Design bouncing_tile_engine, sky130hd; sources not shown.
Run 1, placed cells, one colour a class:
Drawn at 4 px/µm. Fill, decap, tap and diode cells in grey.
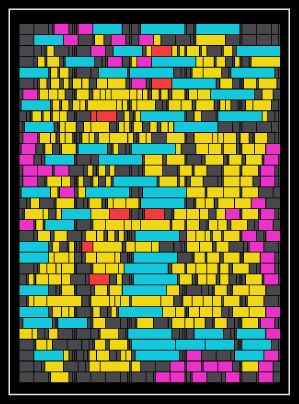
| colour | class | cells | share of their area |
|---|---|---|---|
| magenta | remaining buffers and delay cells | 48 | 12% |
| yellow | combinational and other logic | 282 | 53% |
| cyan | sequential cells | 52 | 32% |
| red | clock drivers and dummy loads | 8 | 2.3% |
post-layout instance area: 4106 µm²
Final Util: 70.04%
Row Count: 33

Run 1, nets reached from selected ports:
Drawn at 4 px/µm.
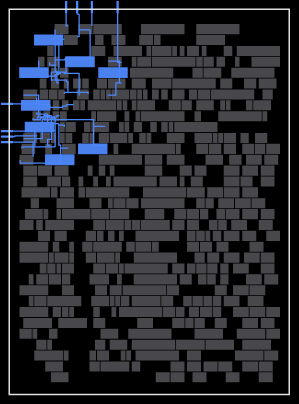
| colour | port | bits | direction | edge | end cells | buffers | wire |
|---|---|---|---|---|---|---|---|
| blue | corner_count | 8 | output | 4 west, 4 north | 8 | 8 | 296 µm |
Ports: 59
I/O Buffers: 48

Run 1, clock wires, drivers and flops:
Drawn at 4 px/µm.
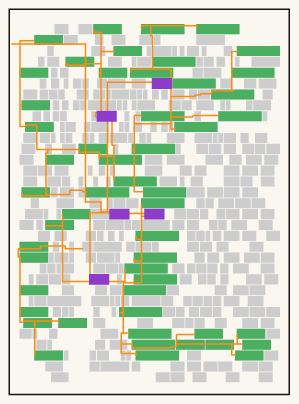
[purple] clock drivers | count: 5
[orange] clock wires | length: 620 µm
[green] flip-flops | count: 52
routed clock nets: 6
Clock Power: 208 µW
clk_skew: 0.01168 ns

Run 1, clock routing:
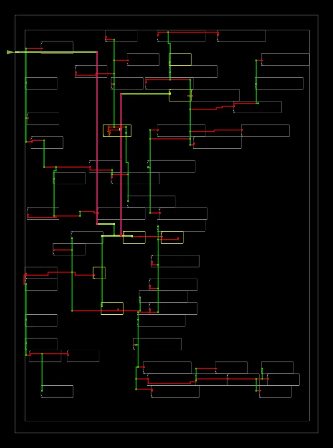
Late-Pin Clk Latency: 0.30 ns
clock buffer count from CTS: 5

==> out/results.ini, run 1 <==
[layout]
area_delta_synth_final_pct=17.34
post_route_cells_drive_above_1_share_pct=12.31
largest_reg_flops=10
fill_cells=477
final_nets=456
antenna_cells=0

[synth]
aoi_share_pct=11.30
yosys_area_um2=3500
yosys.cell_count.top_type=xnor2_1
synthArstFlopShare_pct=0
synthTopLogicFamily=simple AND/OR/NAND/NOR gates
synth_seq_share_pct=37.18
top_cell_area_share_pct=22.31
netlist-cell-type-count=43
top_area_cell=edfxtp_1
synth.area.top_cells=edfxtp_1, dfxtp_1, mux2_2
ys_warn_count=0
ff_type=edfxtp_1
ys_sh_xor_pct=9.760
mux_share_pct=7.723
netlist_area_um2=3500
synthTopCellsByCount=xnor2_1, dfxtp_1, edfxtp_1
adder_share_pct=10.01
synth_stat.cells=347
syn_area_per_cell_um2=10.09
floorplan.nets=414
syn_inst=347
ys_ff=52

[setup_path]
path_depth=4
path_buffers=1
crit_path_max_incr_delay_ns=0.75
critPathLaunchType=input pin
worstPathRequired_ns=5.94
crit_fanout=14
worstSetupPathType=input pin to register
reg2reg_setup_slack_ns=2.62
slowest_stage=o21ai_0
critical_path.top_delay_family=simple AND/OR/NAND/NOR gates

[flow_run]
drv_cap=0

[die]
dieWidth_um=69.65
fp.coreArea_um2=5863
die_y_um=95.91
die_area_um2=6680

[cts]
post_cts_resized=0
h-tree-depth=2
postCtsSetupRepairBufs=0
cts-hold-fix-buffers=0
cts.clk_slew.worst_paths_ns=0.09
numClockSinks=52
clockBufferDepth=2

[timing]
grt_setup_unrepaired=false
tightestPinTransition_ns=0.7158
hold_ws_ns=0.4567
setup_ws_ns=2.619
tns_ns=0
hold_viol=0
setup_viol=0
fmax_ghz=0.2958
maxSlewHeadroom_pct=51.77
period_needed_ns=3.381
slew_viol_final=0

[hold_path]
worstHoldPathCells=2
hold_class=register to register

[place]
hpwl_um=5777
dp_slack_ns=2.317
place_congestion=0.8461

[power]
power.total_uw=724.9
p_per_area_nw_per_um2=176.5
ir_worst_vdd_mv=0.1336

[global_route]
grt_pass1_wl_um=12320
grt_start_max_net_pins=21
grt-ovfl-total=0
grt_antenna_before_repair=0

[detailed_routing]
routedWlPerCell_um=16.20
drc=0
ant_nets=0
viasPerCell=5.933
drtIter0Drc=177
num_vias=2729
drtPass1Iterations=4

[outcome]
status=finished, final reports clean

run 1: worst register-to-register path, delay by kind of cell, from the launching register on:
kind            cells  cell delay (ns)
flops               1             0.51
fa+ha+maj           3             0.77
compound gates      2             0.64
simple gates        4             1.31
buf+inv             1             0.05
run 1: stage by stage:
stage / cell area (µm²) / instances
after floorplan: 3500 / 347
after global placement: 4013 / 452
after detailed placement: 4013 / 452
after CTS: 4106 / 460
after global routing: 4106 / 460
final: 4106 / 460
run 1: final cells by class:
class	instances	area, µm²	share of cell area (%)
Clock buffer	7	86.33	2.102
Clock inverter	1	7.507	0.1828
Sequential cell	52	1301	31.69
Tap cell	70	87.58	2.133
Multi-Input combinational cell	265	2079	50.64
Inverter	17	63.81	1.554
Timing Repair Buffer	48	480.5	11.70
run 1: metal layers:
layer	part of all wire (%)	up-vias	track usage [%]
li1	-	1360	-
met2	52	68	43.59
met4	1.7	0	8.494
met1	42	1290	26.90
met3	3.8	11	2.618
met5	0	-	0
run 1: layout by cell type, fill, tap and decap left out, types with 2 or more instances in the layout:
master,instances
and2_1,6
nor4_1,9
clkdlybuf4s50_1,48
clkbuf_8,6
nand2_1,24
or4_4,2
nor2b_1,3
a21o_1,7
nor3_1,9
a41oi_1,2
or4_1,3
mux2_2,24
nor2_1,21
xor2_1,12
xnor2_1,27
o31ai_1,6
a21oi_2,3
a311oi_1,6
edfxtp_1,26
inv_1,17
nand4_1,17
nor4_2,5
dfxtp_1,26
a21oi_1,12
fa_1,5
a211oi_4,2
nand2b_1,3
o21ai_0,12
a211oi_1,3
and3_1,3
nand3_1,7
and4_1,3
ha_1,20
run 1: logic make-up (layout without fill, tap and decap cells):
family          after synthesis  in the layout
compound gates               55             55
xor+xnor                     39             39
fa+ha+maj                    25             25
buf+inv                      30             73
flops                        52             52
mux                          24             24
simple gates                122            122
run 1: report_power, final:
| part | total (mW) | internal, mW | leakage (nW) | switching, mW |
|---|---|---|---|---|
| sequential | 0.394 | 0.382 | 0.464 | 0.0117 |
| clock | 0.208 | 0.0940 | 0.0445 | 0.114 |
| combinational | 0.123 | 0.0651 | 0.951 | 0.0577 |
==> run 2, diff against run 1 <==
- CORE_UTILIZATION: 58 -> 49
- clock period: 6 -> 2.8 ns (I/O delays scaled with it)
Run 2, nets reached from selected ports:
Drawn at 4 px/µm.
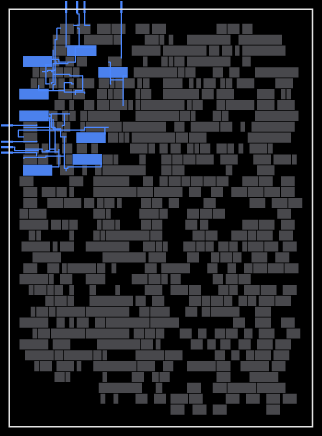

==> out/results.ini, run 2 <==
[outcome]
status=finished, final reports clean

[synth]
synthTopLogicFamily=simple AND/OR/NAND/NOR gates
syn_inst=347  ; unchanged
synthTopCellsByCount=xnor2_1, dfxtp_1, edfxtp_1
netlist-cell-type-count=43  ; unchanged
synth_seq_share_pct=37.18  ; unchanged
netlist_area_um2=3500  ; unchanged
floorplan.nets=414  ; unchanged
synthArstFlopShare_pct=0  ; unchanged
ys_ff=52  ; unchanged
syn_area_per_cell_um2=10.09  ; unchanged
synth.area.top_cells=edfxtp_1, dfxtp_1, mux2_2
top_area_cell=edfxtp_1
ys_sh_xor_pct=9.760  ; unchanged
yosys.cell_count.top_type=xnor2_1
aoi_share_pct=11.30  ; unchanged

[layout]
antenna_cells=0  ; unchanged
post-route-util_pct=64.43  ; -5.6 points
area.combinational_um2=2140  ; +2.9%
largest_reg_flops=10  ; unchanged
fill_cells=621  ; +30%
post_route_cells_drive_above_1_share_pct=22.41  ; +10 points
instances_no_fill=519  ; +13%
area_delta_synth_final_pct=27.71

[die]
die_y_um=104.0  ; +8.4%
die_area_um2=7844  ; +17%
io_pins=59  ; unchanged

[global_route]
grt_pass1_wl_um=12850  ; +4.3%
grt_antenna_before_repair=0  ; unchanged
grt-ovfl-total=0  ; unchanged

[hold_path]
hold_class=register to register
worstHoldPathCells=2  ; unchanged

[detailed_routing]
viasPerCell=5.528  ; -6.8%
drtIter0Drc=49  ; -72%
drtPass1Iterations=4  ; unchanged
drc=0  ; unchanged
num_vias=2869  ; +5.1%

[cts]
cts.clk_slew.worst_paths_ns=0.10  ; about the same
cts_buffers=5  ; unchanged
clockBufferDepth=2  ; unchanged

[power]
power.total_mw=1.624  ; +120%
ir_worst_vdd_mv=0.3144  ; +140%
p_per_area_nw_per_um2=363.4  ; +110%

[setup_path]
critPathLaunchType=register
slowest_stage=or4_4
crit_fanout=6  ; -8
path_buffers=2  ; +1
crit_path_max_incr_delay_ns=0.56  ; -0.19 ns
worstSetupPathType=register to register
reg2reg_setup_slack_ns=0.02  ; -2.60 ns

[place]
hpwl_um=6166  ; +6.7%

[timing]
grt_setup_unrepaired=true
setup_ws_ns=0.01982  ; -2.599 ns
slew_viol_final=0  ; unchanged
fmax_ghz=0.3597
setup_viol=0  ; unchanged
skew_ns=0.004556  ; -0.007119 ns
hold_viol=0  ; unchanged
maxSlewHeadroom_pct=61.21  ; +9.4 points
tns_ns=0  ; unchanged

[flow_run]
drv_cap=0  ; unchanged

run 2: cell counts after synthesis:
Identical to the previous run, type by type.
run 2: logic make-up (layout without fill, tap and decap cells):
| group | after synthesis | count (layout) |
|---|---|---|
| AOI/OAI and AO/OA | 55 | 55 |
| xor gates and xnor gates | 39 | 39 |
| adders and majority gates | 25 | 25 |
| buffers and inverters | 30 | 107 |
| DFF | 52 | 52 |
| muxes | 24 | 24 |
| and+or+nand+nor | 122 | 122 |
run 2: repair_timing:
action | 4_1_cts | 5_1_grt
buffers inserted | 2 | 1
hold buffers | 0 | 0
endpoints found under the setup margin | 3 | 8
pin swaps | 5 | 7
resized | 1 | 8
run 2: cell type report:
class | count | share of cell area [%]
multi-input combinational | 265 | 47.87
sequential | 52 | 29.12
timing repair buffer | 82 | 16.46
tap | 95 | 2.660
clock buffer | 6 | 2.100
inverter | 17 | 1.428
clock inverter | 2 | 0.3639
run 2: tightest hold or removal path, cell delays in order, from the launching register on:
cell,delay (ns)
dfxtp_1,0.32
inv_1,0.04
a21oi_1,0.05
run 2: report_power, final:
part | internal, mW | switching [mW] | leakage (nW)
logic | 0.159 | 0.138 | 1.11
registers | 0.819 | 0.0139 | 0.464
clock network | 0.234 | 0.261 | 0.0530
run 2: per-layer routing:
layer | part of all wire, % | up-vias | global-route usage, % | wire, µm
li1 | - | 1429 | - | -
met1 | 41 | 1372 | 24.05 | 3309
met5 | 0 | - | 0 | 0
met3 | 3.0 | 12 | 2.810 | 245
met4 | 1.9 | 0 | 7.268 | 155
met2 | 54 | 56 | 38.51 | 4331
run 2: through the flow:
| stage | hold WS [ns] | instance area [µm²] |
|---|---|---|
| finish | 0.4465 | 4469 |
| global route | 0.4817 | 4469 |
| CTS | 0.4530 | 4418 |
| detailed placement | 0.4372 | 4287 |
| global placement | 0.4344 | 4287 |
| floorplan | 0.4210 | 3510 |
No activity file was given, so power comes from the tool's default toggle rates.
